Design if_stage, sky130hd; sources not shown.
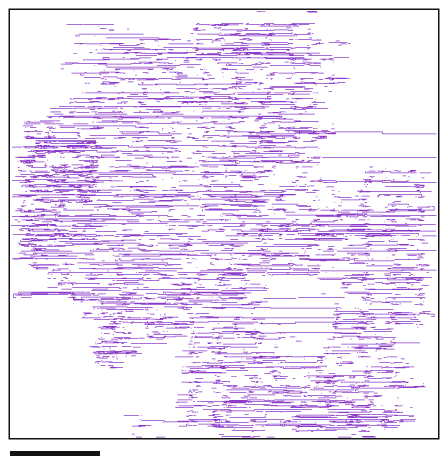
Fig. 1. M1 wires (run 1).
Scale bar: 50 um.
wire length on this layer: 20.7 mm
longest straight run: 63.5 um
share of all routed wire: 44%
main direction: horizontal
Vias: 11,200
GR met1 Demand/Resource: 22.3%
WL final: 47,000 um

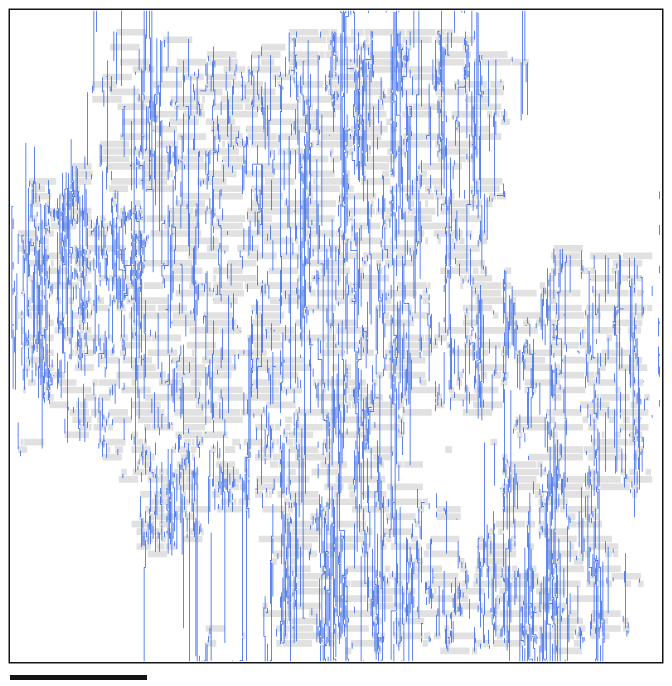
Fig. 2. The metal 2 layer (run 1).
Scale bar: 50 um.
wire length on this layer: 22.4 mm
longest straight run: 70.9 um
nets with wire on the layer: 1,183
share of all routed wire: 48%
M2 GR Usage: 27.5%

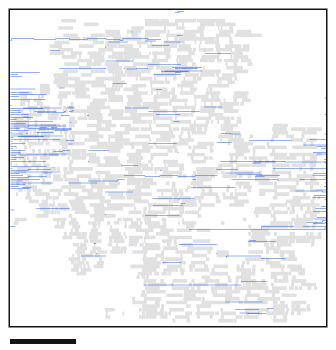
Fig. 3. Metal 3 (run 1).
Scale bar: 50 um.
wire length on this layer: 2,900 um
nets with wire on the layer: 127
share of all routed wire: 6.2%
longest straight run: 102 um
main direction: horizontal
met3 GRT Util: 3.67%

==> ci_impl_report.md, run 1 <==
## PnR job results

| Metric | Value |
|---|---|
| Seq power | 5.37 mW |
| Num sequential | 435 |
| Critical path arrival | 2.90 ns |
| Rows | 85 |
| Yosys reg bits | 435 |
| Worst slew margin | 45.1% |
| Most frequent logic cell in the layout | edfxtp_1 |
| WP buf/inv | 2 |
| Delay-heaviest family, CP | AND-OR/OR-AND gates |
| WP depth | 6 |
| Bufs w/o clock | 37 |
| Design area | 0.0216 sq mm |
| Via density | 5.27 |
| Adder share | 1.54% |
| Top logic family | simple AND/OR/NAND/NOR gates |
| Total global routing overflow | 0 |
| Crit. End Element | output port |
| Clock buffer cells | 67 |
| Max stage delay on crit path | 0.72 ns |
| Clock skew | 0.0249 ns |
| Die H | 238 um |
| Top area cell types | edfxtp_1 60%, a211oi_1 5.4%, dfxtp_1 5.3% |
| First drt pass iteration count | 5 |
| Peak VDD IR | 0.325 mV |
| Clock Power | 4.53 mW |
| Critical path, cell by cell | nor4_1, buf_4, xnor2_4, buf_12, mux2i_1, a211oi_1 |
| DPL Wire Length | 27,100 um |
| Num CTS Buffers | 48 |
| Port buffer count | 0 |
| Utilization after layout | 40.1% |
| Sw frac | 22.1% |
| Post-layout period usage | 94.3% |
| All-Layer GR Usage | 16.7% |
| Final Hold Vio Count | 0 |
| Drt first-iter violations | 717 |
| # IOs | 168 |
| Hold WC Path Type | primary input to flip-flop |
| Crit Path Class | flip-flop to output port |
| WL met3 | 2900 um |
| XOR/XNOR Area Share | 1.41% |
| Worst-Margin Slew | 0.819 ns |
| Critical path required time | 3.12 ns |
| FFs w/ async S/R, synth | 0% |
| Clk latency late pin | 0.58 ns |
| Synth Seq Share | 65.5% |
| Metal-1 WL | 20,700 um |
| Hold_buf cts | 0 |
| Top power group | sequential cells |
| CTS sink cnt | 435 |
| Aoi share | 7.31% |
| Post-CTS Resized | 0 |
| Total power | 10.5 mW |
| Most Crowded Layer GR | met2 |
| Highest Clock Rate | 0.272 GHz |
| Leakage dissipation | 7.60 nW |
| Met2 Wirelength | 22,400 um |
| Logic area | 0.00606 sq mm |
| Netlist cell types | 59 |
| Post-Syn Instances | 1,405 |
| Dominant register cell | edfxtp_1 |
| Combinational Power | 0.639 mW |
| Power Internal | 8.21 mW |
| Setup WS pre-CTS | 0.293 ns |
| Yosys top cell by instances | edfxtp_1 |
| Final setup violation count | 0 |
| CP max-delay cell | a211oi_1 |
| Final worst slack | 0.223 ns |
| Worst r2r path cells | 14 |
| Reg2reg setup slack | 0.31 ns |
| Layout area overhead | 13.0% |
| Netlist Area Pre-Place | 0.0192 sq mm |
| Top cells excl fill/tap | 384 x edfxtp_1, 138 x a211oi_1, 105 x nor2_1 |
| Setup repair bufs after CTS | 0 |
| Maximum number of pins on one net before global-route repair | 112 |
| Slew Viols, Final | 0 |
| Yosys Chip Area | 0.0192 sq mm |
| Setup TNS | 0 ns |
| Critical Path Fanout Max | 40 |
| Root Buffer | clkbuf_16 |
| Layout cell share with drive strength beyond 1 | 11.8% |
| Post-Place Cell Area | 0.0201 sq mm |
| Logic pwr share | 6.1% |
| Pwr Density | 487 mW/mm^2 |
| Clk pin slew, worst setup/hold paths | 0.06 ns |
| Stage-log warning count | 31 |
| Buffer share of cell area | 1.86% |
| Area share of the largest cell type after synthesis | 60.2% |
| And+or+nand+nor area frac | 13.6% |
| Clock Power Share | 43.0% |
| Layout clock area frac | 7.33% |
| Top cells by count | 384 x edfxtp_1, 138 x a211oi_1, 108 x nor2_1 |
| CTS tree | built |
| Storage cell area | 0.0126 sq mm |
| Critical path startpoint category | flip-flop |
| Total number of yosys warnings | 0 |
| Max clock buf depth | 3 |
| Nets@finish | 1,476 |
| Drt drc | 0 |
| Part of the power in registers | 51.0% |
| Hold Path Depth | 1 |
| Top Layer Used | met4 |
| Non-filler instance count after layout | 2,119 |
| Inverters | 45 |
| First-pass GRT wire length | 72,000 um |
| FILL cells | 4,950 |
| Fin crit period | 3.68 ns |
| Synth area leader | edfxtp_1 |
| Ant. Diodes | 0 |
| Initial antenna violation count | 1 |
| Dpl cells | 2,032 |
| Logic share of the area | 28.0% |
| Final ANT Viol Nets | 0 |
| Mapped Nets | 1,495 |
| DIE AREA | 0.0566 sq mm |
| Unrepaired setup endpoints after global routing | no |
| Wire per inst | 22.2 um |
| Horizontal die dimension | 238 um |
| Number of flops mapped to enable cells by yosys | 384 |
| Run status | completed |
| Mux frac, synth | 7.43% |
| Max cap viols | 0 |
| Gpl congestion | 0.804 |
| Largest class | flip-flops and latches |
| NetSw | 2.32 mW |
| Vias in the first global route | 11,300 |
| Fp_density | 35.5% |
| Ys cells | 1,405 |
| Hold WS | 0.281 ns |
| Flop share of the area | 58.0% |
| H-Tree Depth | 2 |
| #MultiIn Comb | 819 |
| Taps Inserted | 696 |
| Core area | 0.0539 sq mm |
| Syn avg cell area | 13.6 sq um |
Fig. 4: run 1, the metal 4 layer
Scale bar: 50 um.
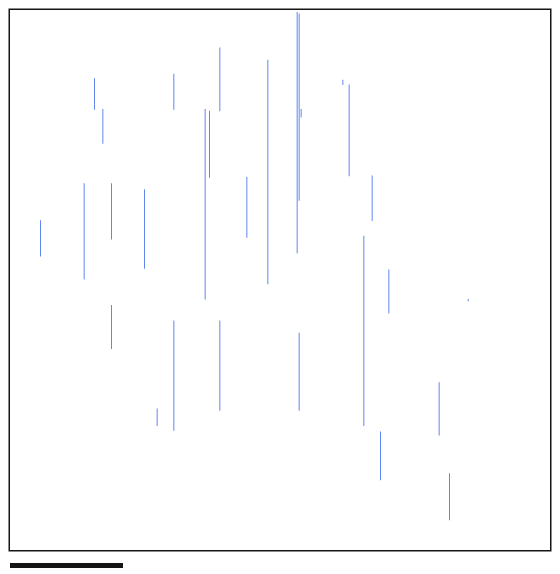

==> inputs of run 2 (changes only) <==
--- a/config.mk
+++ b/config.mk
@@ -6,7 +6,7 @@
 export NUM_CORES = 1
 export LEC_CHECK = 0
 export CAP_MARGIN = 20
-export CORE_MARGIN = 2
+export CORE_MARGIN = 3
 export CORE_UTILIZATION = 35
 export CTS_CLUSTER_DIAMETER = 150
 export DETAILED_ROUTE_END_ITERATION = 8
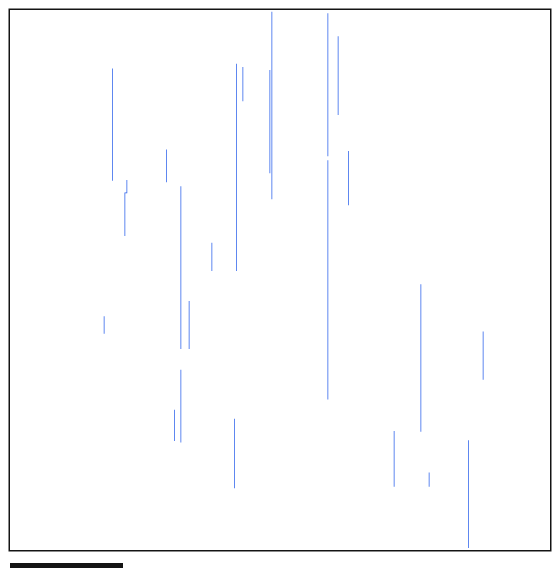
Fig. 5. The metal 4 layer (run 2).
Scale bar: 50 um.
longest straight run: 106 um
share of all routed wire: 1.9%
main direction: vertical
WL final: 47,800 um
Vias: 11,100

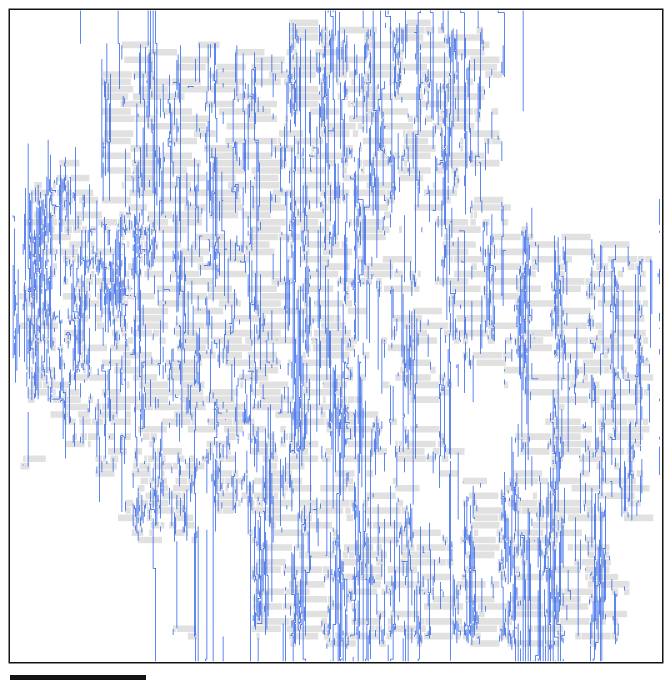
Fig. 6. The metal 2 layer (run 2).
Scale bar: 50 um.
share of all routed wire: 47%
longest straight run: 76.8 um
M2 GR Usage: 27.0%

==> ci_impl_report.md, run 2 <==
## PnR job results

| Metric | Value |
|---|---|
| Run status | completed |
| Hold WS | 0.304 ns (+0.0228 ns) |
| Critical path startpoint category | flip-flop |
| Post-layout period usage | 92.7% (-1.6 points) |
| Stage-log warning count | 32 (+3.2%) |
| Dpl cells | 2,038 (+0.30%) |
| Top logic family | simple AND/OR/NAND/NOR gates |
| Seq power | 5.37 mW (about the same) |
| Num sequential | 435 (unchanged) |
| Clock buffer cells | 58 (-13%) |
| WP buf/inv | 3 (+1) |
| H-Tree Depth | 2 (unchanged) |
| WP depth | 7 (+1) |
| Port buffer count | 0 (unchanged) |
| FILL cells | 5,044 (+1.9%) |
| Most frequent logic cell in the layout | edfxtp_1 |
| Sw frac | 22.6% (+0.55 points) |
| Logic share of the area | 28.1% (+0.13 points) |
| Yosys top cell by instances | edfxtp_1 |
| DIE AREA | 0.0576 sq mm (+1.7%) |
| Ant. Diodes | 1 (+1) |
| Met2 Wirelength | 22,400 um (about the same) |
| Buffer share of cell area | 2.32% (+0.46 points) |
| Root Buffer | clkbuf_16 |
| Top cells excl fill/tap | 384 x edfxtp_1, 138 x a211oi_1, 105 x nor2_1 |
| Syn avg cell area | 13.6 sq um (unchanged) |
| Crit Path Class | flip-flop to output port |
| XOR/XNOR Area Share | 1.41% (unchanged) |
| Metal-1 WL | 21,300 um (+2.7%) |
| Post-CTS Resized | 0 (unchanged) |
| Design area | 0.0215 sq mm (-0.49%) |
| CTS tree | built |
| Power Internal | 7.82 mW (-4.8%) |
| DPL Wire Length | 28,400 um (+4.8%) |
| Worst-Margin Slew | 0.785 ns (-0.0342 ns) |
| Drt first-iter violations | 643 (-10%) |
| Hold Path Depth | 1 (unchanged) |
| Total global routing overflow | 0 (unchanged) |
| Dominant register cell | edfxtp_1 |
| NetSw | 2.28 mW (-1.8%) |
| Rows | 85 (unchanged) |
| CP max-delay cell | a211oi_1 |
| Slew Viols, Final | 0 (unchanged) |
| Horizontal die dimension | 240 um (+0.84%) |
| Worst r2r path cells | 14 (unchanged) |
| Yosys Chip Area | 0.0192 sq mm (unchanged) |
| Nets@finish | 1,484 (+0.54%) |
| Synth area leader | edfxtp_1 |
| First drt pass iteration count | 5 (unchanged) |
| Clk latency late pin | 0.57 ns (about the same) |
| Inverters | 45 (unchanged) |
| Non-filler instance count after layout | 2,123 (+0.19%) |
| Most Crowded Layer GR | met2 |
| Utilization after layout | 39.9% (-0.27 points) |
| Clock Power Share | 40.6% (-2.4 points) |
| Num CTS Buffers | 47 (-2.1%) |
| Gpl congestion | 0.807 (+0.40%) |
| Final Hold Vio Count | 0 (unchanged) |
| GR met1 Demand/Resource | 22.7% (+0.41 points) |
| Post-Syn Instances | 1,405 (unchanged) |
| Hold WC Path Type | primary input to flip-flop |
| Final ANT Viol Nets | 0 (unchanged) |
| Wire per inst | 22.5 um (+1.4%) |
| Via density | 5.23 (-0.80%) |
| Netlist cell types | 59 (unchanged) |
| Delay-heaviest family, CP | buffers and inverters |
| Mux frac, synth | 7.43% (unchanged) |
| #MultiIn Comb | 819 (unchanged) |
| Clk pin slew, worst setup/hold paths | 0.06 ns (about the same) |
Power figures rest on the tool's default switching activity, not on a simulated workload.
